zoom.png
Region (55, 56) to (80, 81) um. Cells in gray, sequential cells in the stronger gray; small squares are vias.
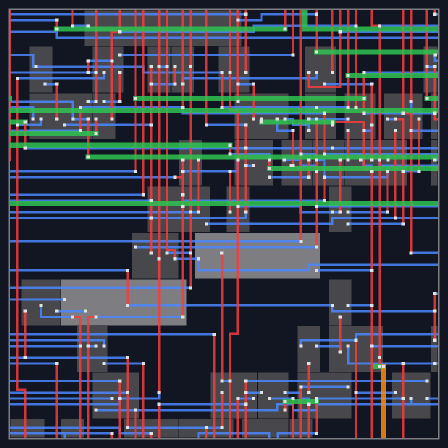
met2.png
(3 px per um)
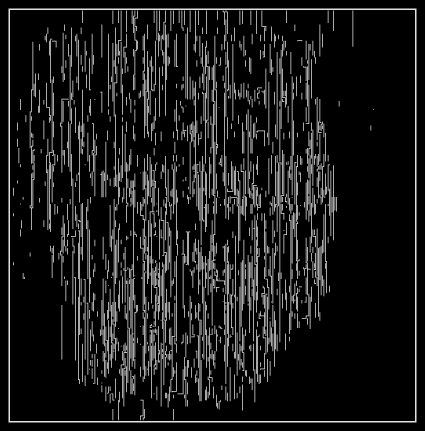
registers.png
(3 px per um) Other sequential cells in the stronger gray, the rest of the logic in the fainter gray.
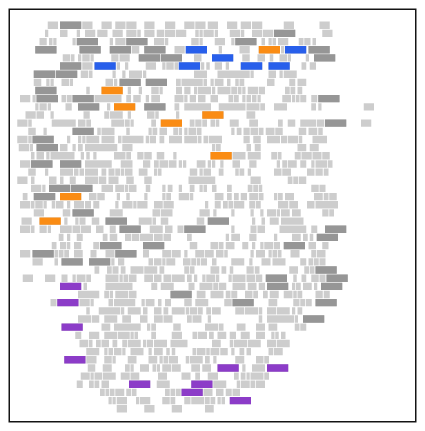
$ cat src/rtl/arc_engine_if.sv
// arc_engine_if: pixel write bus from arc_engine toward the VGA adapter.
// master drives the pixel strobe and coordinates, slave observes them.
interface arc_engine_if #(
  parameter int X_W = 8,
  parameter int Y_W = 7
);
  logic [X_W-1:0] vga_x;
  logic [Y_W-1:0] vga_y;
  logic [2:0]     vga_colour;
  logic           vga_plot;

  modport master (
    output vga_x,
    output vga_y,
    output vga_colour,
    output vga_plot
  );

  modport slave (
    input vga_x,
    input vga_y,
    input vga_colour,
    input vga_plot
  );
endinterface

$ cat src/rtl/arc_engine.sv
// arc_engine: midpoint-circle arc rasteriser over a selectable octant set.
// Define ARC_CLIP_EN to enforce the latched inclusive clip window.
module arc_engine #(
  parameter int X_W      = 8,
  parameter int Y_W      = 7,
  parameter int R_W      = 8,
  parameter int SCREEN_W = 160,
  parameter int SCREEN_H = 120
) (
  input  logic           clk,
  input  logic           rst_n,
  input  logic           start,
  input  logic [X_W-1:0] centre_x,
  input  logic [Y_W-1:0] centre_y,
  input  logic [R_W-1:0] radius,
  input  logic [7:0]     octant_en,
  input  logic [2:0]     colour,
  input  logic [X_W-1:0] clip_xmin,
  input  logic [X_W-1:0] clip_xmax,
  input  logic [Y_W-1:0] clip_ymin,
  input  logic [Y_W-1:0] clip_ymax,
  output logic           done,
  arc_engine_if.master   vga
);

  localparam int M1 = (X_W > Y_W) ? X_W : Y_W;
  localparam int W  = ((M1 > R_W) ? M1 : R_W) + 2;

  typedef logic signed [W-1:0] s_t;

  localparam s_t ONE   = s_t'(1);
  localparam s_t ZERO  = s_t'(0);
  localparam s_t SCR_W = s_t'(SCREEN_W);
  localparam s_t SCR_H = s_t'(SCREEN_H);

  typedef enum logic [1:0] {
    IDLE,
    PLOT,
    UPDATE,
    DONE
  } state_t;

  state_t     state_q;
  logic [2:0] k_q;
  s_t         ox_q;
  s_t         oy_q;
  s_t         crit_q;
  s_t         cx_q;
  s_t         cy_q;
  logic [7:0] oct_q;
  logic [2:0] col_q;

  s_t   px_d;
  s_t   py_d;
  s_t   ox_d;
  s_t   oy_d;
  s_t   crit_d;
  logic on_scr;
  logic in_clip;
  logic plot_d;
  logic fin_d;

  always_comb begin
    px_d = cx_q;
    py_d = cy_q;
    unique case (k_q)
      3'd0: begin px_d = cx_q + ox_q; py_d = cy_q + oy_q; end
      3'd1: begin px_d = cx_q + oy_q; py_d = cy_q + ox_q; end
      3'd2: begin px_d = cx_q - oy_q; py_d = cy_q + ox_q; end
      3'd3: begin px_d = cx_q - ox_q; py_d = cy_q + oy_q; end
      3'd4: begin px_d = cx_q - ox_q; py_d = cy_q - oy_q; end
      3'd5: begin px_d = cx_q - oy_q; py_d = cy_q - ox_q; end
      3'd6: begin px_d = cx_q + oy_q; py_d = cy_q - ox_q; end
      3'd7: begin px_d = cx_q + ox_q; py_d = cy_q - oy_q; end
    endcase
  end

  // Sign bit tested directly so negative coordinates never pass.
  assign on_scr = !px_d[W-1] && (px_d < SCR_W) &&
                  !py_d[W-1] && (py_d < SCR_H);

`ifdef ARC_CLIP_EN
  s_t xmin_q;
  s_t xmax_q;
  s_t ymin_q;
  s_t ymax_q;

  assign in_clip = (px_d >= xmin_q) && (px_d <= xmax_q) &&
                   (py_d >= ymin_q) && (py_d <= ymax_q);

  always_ff @(posedge clk) begin
    if (!rst_n) begin
      xmin_q <= ZERO;
      xmax_q <= ZERO;
      ymin_q <= ZERO;
      ymax_q <= ZERO;
    end else if (state_q == IDLE && start) begin
      xmin_q <= s_t'(clip_xmin);
      xmax_q <= s_t'(clip_xmax);
      ymin_q <= s_t'(clip_ymin);
      ymax_q <= s_t'(clip_ymax);
    end
  end
`else
  logic unused_clip;

  assign in_clip     = 1'b1;
  assign unused_clip = ^{clip_xmin, clip_xmax, clip_ymin, clip_ymax};
`endif

  assign plot_d = oct_q[k_q] && on_scr && in_clip;

  always_comb begin
    oy_d = oy_q + ONE;
    ox_d = ox_q;
    if (crit_q <= ZERO) begin
      crit_d = crit_q + (oy_d <<< 1) + ONE;
    end else begin
      ox_d   = ox_q - ONE;
      crit_d = crit_q + ((oy_d - ox_d) <<< 1) + ONE;
    end
  end

  assign fin_d = oy_d > ox_d;

  always_ff @(posedge clk) begin
    if (!rst_n) begin
      state_q        <= IDLE;
      k_q            <= 3'd0;
      ox_q           <= ZERO;
      oy_q           <= ZERO;
      crit_q         <= ZERO;
      cx_q           <= ZERO;
      cy_q           <= ZERO;
      oct_q          <= 8'd0;
      col_q          <= 3'd0;
      done           <= 1'b0;
      vga.vga_x      <= '0;
      vga.vga_y      <= '0;
      vga.vga_colour <= 3'd0;
      vga.vga_plot   <= 1'b0;
    end else begin
      unique case (state_q)
        IDLE: begin
          vga.vga_plot <= 1'b0;
          done         <= 1'b0;
          if (start) begin
            cx_q    <= s_t'(centre_x);
            cy_q    <= s_t'(centre_y);
            oct_q   <= octant_en;
            col_q   <= colour;
            ox_q    <= s_t'(radius);
            oy_q    <= ZERO;
            crit_q  <= ONE - s_t'(radius);
            k_q     <= 3'd0;
            state_q <= PLOT;
          end
        end
        PLOT: begin
          vga.vga_x      <= px_d[X_W-1:0];
          vga.vga_y      <= py_d[Y_W-1:0];
          vga.vga_colour <= col_q;
          vga.vga_plot   <= plot_d;
          k_q            <= k_q + 3'd1;
          if (k_q == 3'd7) begin
            state_q <= UPDATE;
          end
        end
        UPDATE: begin
          vga.vga_plot <= 1'b0;
          ox_q         <= ox_d;
          oy_q         <= oy_d;
          crit_q       <= crit_d;
          if (fin_d) begin
            state_q <= DONE;
            done    <= 1'b1;
          end else begin
            state_q <= PLOT;
          end
        end
        DONE: begin
          vga.vga_plot <= 1'b0;
          if (!start) begin
            state_q <= IDLE;
            done    <= 1'b0;
          end
        end
      endcase
    end
  end

endmodule

$ cat src/flat_wrapper.sv
// flat-port wrapper written by rule: the top's interface ports become plain ports
module arc_engine_flat 
#(
  parameter int X_W      = 8,
  parameter int Y_W      = 7,
  parameter int R_W      = 8,
  parameter int SCREEN_W = 160,
  parameter int SCREEN_H = 120
)
  (clk, rst_n, start, centre_x, centre_y, radius, octant_en, colour, clip_xmin, clip_xmax, clip_ymin, clip_ymax, done, vga_vga_x, vga_vga_y, vga_vga_colour, vga_vga_plot);
  arc_engine_if #(.X_W(X_W), .Y_W(Y_W)) vga_i ();
  input  logic clk;
  input  logic rst_n;
  input  logic start;
  input  logic [X_W-1:0] centre_x;
  input  logic [Y_W-1:0] centre_y;
  input  logic [R_W-1:0] radius;
  input  logic [7:0] octant_en;
  input  logic [2:0] colour;
  input  logic [X_W-1:0] clip_xmin;
  input  logic [X_W-1:0] clip_xmax;
  input  logic [Y_W-1:0] clip_ymin;
  input  logic [Y_W-1:0] clip_ymax;
  output logic done;
  output wire logic [$bits(vga_i.vga_x)-1:0] vga_vga_x;
  output wire logic [$bits(vga_i.vga_y)-1:0] vga_vga_y;
  output wire logic [$bits(vga_i.vga_colour)-1:0] vga_vga_colour;
  output wire logic [$bits(vga_i.vga_plot)-1:0] vga_vga_plot;
  assign vga_vga_x = vga_i.vga_x;
  assign vga_vga_y = vga_i.vga_y;
  assign vga_vga_colour = vga_i.vga_colour;
  assign vga_vga_plot = vga_i.vga_plot;
  arc_engine #(.X_W(X_W), .Y_W(Y_W), .R_W(R_W), .SCREEN_W(SCREEN_W), .SCREEN_H(SCREEN_H)) u_core (.clk(clk), .rst_n(rst_n), .start(start), .centre_x(centre_x), .centre_y(centre_y), .radius(radius), .octant_en(octant_en), .colour(colour), .clip_xmin(clip_xmin), .clip_xmax(clip_xmax), .clip_ymin(clip_ymin), .clip_ymax(clip_ymax), .done(done), .vga(vga_i));
endmodule
$ cat config.mk
export PLATFORM = sky130hd
export DESIGN_NAME = arc_engine_flat
export DESIGN_NICKNAME = d
export VERILOG_FILES = /design/src/rtl/arc_engine_if.sv /design/src/rtl/arc_engine.sv /design/src/flat_wrapper.sv
export SDC_FILE = /design/constraint.sdc
export NUM_CORES = 1
export LEC_CHECK = 0
export CORE_AREA = 2 2 133 135
export CTS_CLUSTER_SIZE = 14
export DETAILED_ROUTE_END_ITERATION = 16
export DIE_AREA = 0 0 135 137
export MAX_ROUTING_LAYER = met4
export PLACE_DENSITY = 0.66
export SYNTH_ARGS = -nofsm -noshare
export SYNTH_HDL_FRONTEND = slang
export SYNTH_SLANG_ARGS = --single-unit
$ cat constraint.sdc
create_clock -name clk -period 4.55 [get_ports clk]
set_input_delay 1.1375 -clock clk [delete_from_list [all_inputs] [get_ports clk]]
set_output_delay 1.1375 -clock clk [all_outputs]
set_load 0.02 [all_outputs]
==> metrics.yaml <==
clock_network:
  htreeDepth: 3
floorplan:
  rows: 48
  die_height_um: 137
  core_um2: 17100
yosys:
  synthCells: 868
  synthTopCellsByArea: "sky130_fd_sc_hd__dfxtp_1 24%, sky130_fd_sc_hd__ha_1 11%, sky130_fd_sc_hd__nand2_1 7.9%, sky130_fd_sc_hd__xnor2_1 4.8%, sky130_fd_sc_hd__o21ai_0 4.2%"
  synth_compound_gate_area_share_pct: 24.5
  yosys-stat-area_um2: 6690
  synth.largest_area_cell: "sky130_fd_sc_hd__dfxtp_1"
final_timing:
  layout_worst_path_cycle_share_pct: 90.4
  slew_violations: 0
placement:
  place.gp.congestion: 0.914
  placed_cell_area_um2: 7440
job:
  warning_count: 62
pwr:
  total_switching_power_mw: 0.819
  seq_cell_power_mw: 0.792
  power_frac_comb_pct: 32.3
  clock_power_share_pct: 34.7
run_status:
  status: "complete, no violations"
global_routing:
  antenna_found_initial: 0
  track_usage_pct: 21.1
cells_and_area:
  diodes: 0
  final_cell_area_um2: 7770
  layout.core_utilization_pct: 45.5
  most-common-layout-cells: "141 x sky130_fd_sc_hd__nand2_1, 81 x sky130_fd_sc_hd__dfxtp_1, 60 x sky130_fd_sc_hd__ha_1, 56 x sky130_fd_sc_hd__o21ai_0, 55 x sky130_fd_sc_hd__clkdlybuf4s50_1"
  comb_cells: 706
  clock_cell_area_share_pct: 4.27
detailed_routing:
  detail_route.wirelength.met1_um: 9090
  vias_per_cell: 5.55
  number_of_vias_after_detailed_routing: 6248
  routed_wl_um: 18300
hold_path:
  worst_hold_startpoint: "u_core.col_q[0]$_SDFFE_PN0P_"
  min_delay_worst_endpoint: "u_core.col_q[0]$_SDFFE_PN0P_"
setup_path:
  worst-path-max-fanout: 12
  critical_path_cell_count: 15
Back to the opening pictures, zoom.png:
| color | layer |
|---|---|
| red | met2 |
| orange | met4 |
| blue | met1 |
| green | met3 |
netlist names of flops here include: u_core.ox_q (1), u_core.oy_q (1)
sequential cells in the window: 2
cells with their middle in the window: 34
most frequent: nand2_1 (5), o21ai_0 (4), nor2_1 (3)

Back to the opening pictures, met2.png:
longest straight run: 59.2 um
nets with wire on the layer: 776
share of all routed wire: 44%
main direction: vertical

Back to the opening pictures, registers.png:
| color | name in the netlist | placed flops |
|---|---|---|
| blue | u_core.cy_q | 7 |
| purple | u_core.crit_q | 10 |
| orange | u_core.cx_q | 8 |
not colored: 56

No activity file was given, so power comes from the tool's default toggle rates.
